==> images/ff_map.png <==
Scale bar: 20 µm.
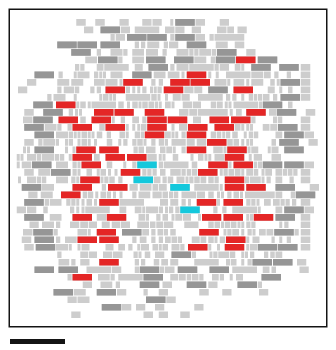
==> images/class_map.png <==
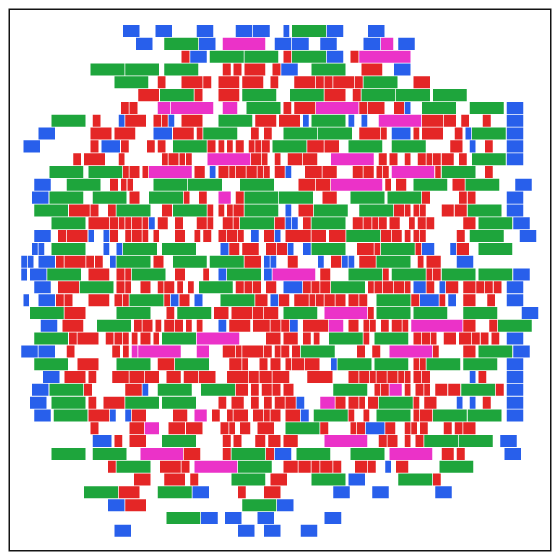
## config.mk

```make
export PLATFORM = sky130hd
export DESIGN_NAME = multisim_client_push_packer
export DESIGN_NICKNAME = d
export VERILOG_FILES = /design/src/rtl/multisim_client_push_packer.sv
export SDC_FILE = /design/constraint.sdc
export NUM_CORES = 1
export LEC_CHECK = 0
export ABC_AREA = 0
export CORE_MARGIN = 2
export CORE_UTILIZATION = 49
export DETAILED_ROUTE_END_ITERATION = 16
export GPL_ROUTABILITY_DRIVEN = 0
export GPL_TIMING_DRIVEN = 0
export PLACE_DENSITY = 0.81
export SLEW_MARGIN = 10
export SYNTH_ARGS = -nofsm -noshare
export SYNTH_HDL_FRONTEND = slang
export SYNTH_SLANG_ARGS = --single-unit
```

## constraint.sdc

```tcl
create_clock -name clk -period 4.23 [get_ports clk]
set_input_delay 1.0575 -clock clk [delete_from_list [all_inputs] [get_ports clk]]
set_output_delay 1.0575 -clock clk [all_outputs]
set_load 0.01 [all_outputs]
```

## src/rtl/multisim_client_push_packer.sv

```systemverilog
// multisim_client_push_packer
//
// Packs narrow IN_WIDTH beats into one DATA_WIDTH word for the client push stage.
// Beat k of a word lands in lane k (first beat in the LSBs). Unfilled lanes are zero.
// in_last closes a partial word early. in_rdy is a register output, so the client's
// data_rdy (out_rdy) has no combinational path back to the beat source.
//
// Ports
//   clk        clock, all logic on posedge
//   rst        synchronous reset, active-high
//   in_vld     input beat valid
//   in_rdy     input beat ready (registered)
//   in_data    input beat
//   in_last    closes the current word after this beat (qualified by in_vld)
//   out_vld    packed word valid (client push data_vld)
//   out_rdy    packed word ready (client push data_rdy)
//   out_data   packed word
//   out_beats  number of valid beats in out_data, 1..RATIO
module multisim_client_push_packer #(
    parameter int unsigned IN_WIDTH   = 8,
    parameter int unsigned DATA_WIDTH = 64,
    localparam int unsigned RATIO     = DATA_WIDTH / IN_WIDTH,
    localparam int unsigned CNT_WIDTH = $clog2(RATIO) + 1
) (
    input  logic                  clk,
    input  logic                  rst,
    input  logic                  in_vld,
    output logic                  in_rdy,
    input  logic [IN_WIDTH-1:0]   in_data,
    input  logic                  in_last,
    output logic                  out_vld,
    input  logic                  out_rdy,
    output logic [DATA_WIDTH-1:0] out_data,
    output logic [CNT_WIDTH-1:0]  out_beats
);

    if ((DATA_WIDTH % IN_WIDTH) != 0) begin : gen_width_check
        $error("DATA_WIDTH must be an integer multiple of IN_WIDTH");
    end

    localparam logic [CNT_WIDTH-1:0] LastBeat = CNT_WIDTH'(RATIO - 1);

    typedef enum logic [0:0] {StOpen, StClosed} state_e;

    state_e                state_q, state_d;
    logic [DATA_WIDTH-1:0] acc_data_q, acc_data_d;
    // In StClosed beat_cnt_q holds (beats - 1) of the parked word.
    logic [CNT_WIDTH-1:0]  beat_cnt_q, beat_cnt_d;
    logic                  in_rdy_q, in_rdy_d;
    logic                  out_vld_q, out_vld_d;
    logic [DATA_WIDTH-1:0] out_data_q, out_data_d;
    logic [CNT_WIDTH-1:0]  out_beats_q, out_beats_d;

    logic                  in_fire;
    logic                  out_fire;
    logic                  out_free;
    logic [DATA_WIDTH-1:0] lane_word;

    assign in_rdy    = in_rdy_q;
    assign out_vld   = out_vld_q;
    assign out_data  = out_data_q;
    assign out_beats = out_beats_q;

    // in_rdy_q is only set in StOpen, so it alone qualifies the input handshake.
    assign in_fire  = in_vld & in_rdy_q;
    assign out_fire = out_vld_q & out_rdy;
    assign out_free = ~out_vld_q | out_rdy;

    // Accumulator with the current beat inserted into lane beat_cnt_q.
    always_comb begin
        lane_word = acc_data_q;
        for (int k = 0; k < int'(RATIO); k++) begin
            if (CNT_WIDTH'(k) == beat_cnt_q) begin
                lane_word[k*IN_WIDTH +: IN_WIDTH] = in_data;
            end
        end
    end

    always_comb begin
        state_d     = state_q;
        acc_data_d  = acc_data_q;
        beat_cnt_d  = beat_cnt_q;
        out_vld_d   = out_vld_q;
        out_data_d  = out_data_q;
        out_beats_d = out_beats_q;

        if (out_fire) begin
            out_vld_d = 1'b0;
        end

        unique case (state_q)
            StOpen: begin
                if (in_fire) begin
                    if (in_last || (beat_cnt_q == LastBeat)) begin
                        if (out_free) begin
                            out_vld_d   = 1'b1;
                            out_data_d  = lane_word;
                            out_beats_d = beat_cnt_q + CNT_WIDTH'(1);
                            acc_data_d  = '0;
                            beat_cnt_d  = '0;
                        end else begin
                            // Park the finished word; beat_cnt_q keeps its size.
                            acc_data_d = lane_word;
                            state_d    = StClosed;
                        end
                    end else begin
                        acc_data_d = lane_word;
                        beat_cnt_d = beat_cnt_q + CNT_WIDTH'(1);
                    end
                end
            end
            StClosed: begin
                if (out_fire) begin
                    out_vld_d   = 1'b1;
                    out_data_d  = acc_data_q;
                    out_beats_d = beat_cnt_q + CNT_WIDTH'(1);
                    acc_data_d  = '0;
                    beat_cnt_d  = '0;
                    state_d     = StOpen;
                end
            end
            default: state_d = StOpen;
        endcase

        in_rdy_d = (state_d == StOpen);
    end

    always_ff @(posedge clk) begin
        if (rst) begin
            state_q     <= StOpen;
            acc_data_q  <= '0;
            beat_cnt_q  <= '0;
            in_rdy_q    <= 1'b0;
            out_vld_q   <= 1'b0;
            out_data_q  <= '0;
            out_beats_q <= '0;
        end else begin
            state_q     <= state_d;
            acc_data_q  <= acc_data_d;
            beat_cnt_q  <= beat_cnt_d;
            in_rdy_q    <= in_rdy_d;
            out_vld_q   <= out_vld_d;
            out_data_q  <= out_data_d;
            out_beats_q <= out_beats_d;
        end
    end

endmodule

```

==> deck_impl_summary.md <==
Flow Results at a Glance

CTS
  – Clock tree from TritonCTS: built
  – Clock Pin Slew Worst Setup and Hold Paths: approximately 0.060 ns
  – Sink Count: 139
  – Number of clock buffers inserted by TritonCTS: 17
  – Clock insertion delay at the later pin of the skew report: 0.43 ns
  – Library cell used as clock root buffer: sky130_fd_sc_hd__clkbuf_16
  – Setup fix buffers added after clock tree synthesis: 0
  – Maximum root-to-sink buffer count: 2
  – H-tree levels: 4
  – Number of hold-repair buffers added at the cts stage: 0
  – Post-CTS resize count: 0

GRT
  – GRT Resource Usage Total: between 20% and 30%
  – Total gr overflow: 0
  – Met3 demand-to-capacity share in global routing: 6.62%
  – Vias in the first global route: 5309
  – Global routing usage on met1: roughly a third
  – Wire length of the first global-routing pass: about 27000 µm
  – Global-route met2 utilization: 41.6%
  – Most used routing layer in global routing: met2
  – Initial antenna violation count: 0
  – Largest net degree at the start of global routing: 17

Layout
  – Combinational share of cell area: 35.9%
  – Non-clock inverter count: 51
  – Share of cells above drive strength 1: a little over an eighth
  – Final antenna diode count: 0
  – Most frequent logic cells in the routed design: sky130_fd_sc_hd__dfxtp_1, sky130_fd_sc_hd__a21oi_1, sky130_fd_sc_hd__clkdlybuf4s50_1
  – Leading cell kind: registers
  – Clock buffer count in the final layout: 18
  – FF/Latch Area: around 2800 µm²
  – Area Overhead vs Synth: 25.4%
  – Clock buffer and inverter area fraction after layout: 7.97%
  – Final layout net count: 768
  – Tally of filler cells in the layout: ~1000
  – Multi-input gate area: 2700 µm²
  – Leading cell type in the layout, fill and taps excluded: sky130_fd_sc_hd__dfxtp_1
  – Flop count: around 140
  – Signal buffers: between 100 and 150
  – NonClk Buf Share: between 10% and 20%
  – Comb_multi_in: about 400

Route
  – DRT met1 WL: just under 7000 µm
  – Routed via count divided by cell count: roughly 6.0
  – Metal2 WL: a little under 8000 µm
  – Total number of vias: between 5000 and 6000
  – Initial drt markers: about 520
  – Average wire length per cell after detail routing: 18.3 µm
  – DR pass1 iterations: 7
  – Met3 Wirelength: 1230 µm
  – DRC violations left: 0
  – Detail Route Antenna Nets: 0
  – Routed wire length: 16700 µm
  – Top metal layer carrying routed signals: met4

Synthesis
  – XOR/XNOR Area Share: less than 1%
  – Post-synth ARST share: 0%
  – Unique cell types: 41
  – Cell count in the Yosys report: 658
  – Largest combinational cell category by area: AND-OR/OR-AND gates
  – Synthesized chip area reported by yosys: about 6000 µm²
  – Flop and latch count out of synthesis: 139
  – Adder share: less than 1%
  – Top cell type by instance count after synthesis: sky130_fd_sc_hd__dfxtp_1
  – Synthesized Nets: about 680
  – Post-synth tally of flip-flops with integrated enable: 0
  – Post-synth mux share: roughly 2.7%
  – Fraction of post-synthesis cell area in the top cell type by area: about 46%
  – Post-synthesis instance area: about 6000 µm²
  – Number of warnings reported in the yosys synthesis log: 0
  – Per-instance average area after synthesis: 9.11 µm²
  – Synth Area in Simple Gates: under 10%
  – Number of standard cells after synthesis: 658
  – Dominant register cell in the synthesized netlist: sky130_fd_sc_hd__dfxtp_1
  – Most instantiated cells after synthesis: sky130_fd_sc_hd__dfxtp_1, sky130_fd_sc_hd__a21oi_1, sky130_fd_sc_hd__inv_1, sky130_fd_sc_hd__nor2_1, sky130_fd_sc_hd__o22ai_1
  – Fraction of the yosys area taken by sequential cells: 46.4%
  – Compound Share, Synth: 32.3%
  – Top cells by area: sky130_fd_sc_hd__dfxtp_1, sky130_fd_sc_hd__a21oi_1, sky130_fd_sc_hd__a211oi_2
  – Cell type with the largest total area: sky130_fd_sc_hd__dfxtp_1

Critical path
  – Crit Path Max Fanout: 10
  – Worst path bufs/invs: 3
  – Launching element of the worst setup path: out_rdy
  – Reg2Reg Capture Point: acc_data_q[20]
  – Data required time at the worst endpoint: roughly 4.5 ns
  – Slack of the worst reg-to-reg path: ~1.8 ns
  – Cell-by-cell listing of the critical path: clkdlybuf4s50_1 > nor2b_1 > nor3_2 > and2_4 > buf_6 > buf_6 > a211oi_2
  – Instance count on the critical path: 7
  – Cell type of the slowest stage on the worst timing path: sky130_fd_sc_hd__nor3_2
  – Worst setup path class: primary input to flop
  – Worst reg2reg startpoint: beat_cnt_q[0]
  – Most prevalent standard cell on the critical path: sky130_fd_sc_hd__buf_6
  – Delay of the slowest cell on the worst path: a little over 0.8 ns
  – Top cell family by delay on the critical path: simple AND/OR/NAND/NOR gates
  – Arrival @ worst endpoint: between 3 and 4 ns
  – R2r worst-path depth: 6
  – Crit. End Element: flop
  – Startpoint class of the critical path: primary input
  – End of the critical path: out_data[61]

STA
  – Total of endpoints with negative setup slack in the final report: 0
  – Maximum clock frequency: ~320 MHz
  – Clock skew: between 0.008 and 0.009 ns
  – Hold violation count in the final report: 0
  – Part of the cycle the worst path needs: approximately 74%
  – Tightest slew margin relative to the limit: 34.3%
  – Unrepaired setup endpoints after global routing: no
  – Final number of max-transition violations: 0
  – Accumulated negative setup slack: 0 ns
  – Minimum clock period: 3.14 ns
  – Setup WS post-layout: between 1 and 1.5 ns
  – Worst-Margin Slew: approximately 0.98 ns

Place
  – Setup WS pre-CTS: between 0.6 and 0.7 ns
  – Half-perimeter wire length of the detailed placement result: ~11000 µm
  – Number of buffer cells added on primary ports: around 74

Die
  – Starting Density: 50.1%
  – Die area: around 13000 µm²
  – Die boundary height: 115 µm
  – Chip Width: ~110 µm
  – Count of pins on the block boundary: approximately 83
  – Number of well-tap cells placed: approximately 150
  – Core area: 12000 µm²

Run
  – Max-cap viol count: 0
  – OpenROAD warning count: 29

Run status
  – Result of the run: completed

Power and ir drop
  – Internal power summed over all cells: approximately 2400 µW
  – Power in sequential cells: 1370 µW
  – IR Drop Worst-Case VDD: roughly 0.00025 V
  – Comb pwr share: between 10% and 20%
  – Clock-net power: between 1500 and 2000 µW
  – Total power per unit cell area: 428 nW/µm²
  – Top contributor to total power: clock
  – Clock Power Share: 47.1%
  – Switching power: approximately 800 µW
  – Switching power as a share of total power: between 20% and 30%
  – Proportion of power drawn by flip-flops and latches: ~43%
  – Power consumed by combinational cells: 335 µW
  – Leakage dissipation: 0.00243 µW

Worst hold path
  – Class of the tightest hold or removal check: flop to flop
  – Hold path cells: 2
  – Sink of the worst hold path: acc_data_q[46]
  – Startpoint of the worst hold path: acc_data_q[46]
Notes on ff_map.png above:
| signal | color | sequential cells |
|---|---|---|
| acc_data_q | red | 64 |
| beat_cnt_q | cyan | 4 |
not colored: 71

Notes on class_map.png above:
| class | color | cells |
|---|---|---|
| remaining logic cells | red | 454 |
| remaining buffers and delay cells | blue | 139 |
| sequential cells | green | 139 |
| clock drivers and dummy loads | magenta | 31 |
utilization after layout: 62.9%
Cell Rows: 40
finished layout cell area: 7520 µm²
fraction of standard cell area that is sequential: 37.0%

## state kept, by name, summed over array words and instances (netlist names)
| register | count |
|---|---|
| out_vld | 1 |
| out_beats | 4 |
| beat_cnt_q | 4 |
| state_q | 1 |
| in_rdy | 1 |
| acc_data_q | 64 |
| out_data | 64 |
## metrics by stage
stage                     std cells  instance area (µm²)  power (µW)  hold WS [ns]
after floorplan                 658                 6000        1590         0.432
after global placement          879                 6920        1720         0.445
after detailed placement        879                 6920        1730         0.447
after CTS                       910                 7520        3210         0.460
after global routing            910                 7520        3310         0.476
final                           910                 7520        3220         0.461
## tightest hold or removal path, stage by stage, from the launching register on
cell	delay (ns)
sky130_fd_sc_hd__dfxtp_1	0.30
sky130_fd_sc_hd__inv_1	0.06
sky130_fd_sc_hd__o22ai_1	0.06
Power is estimated from default activity; no workload was simulated.
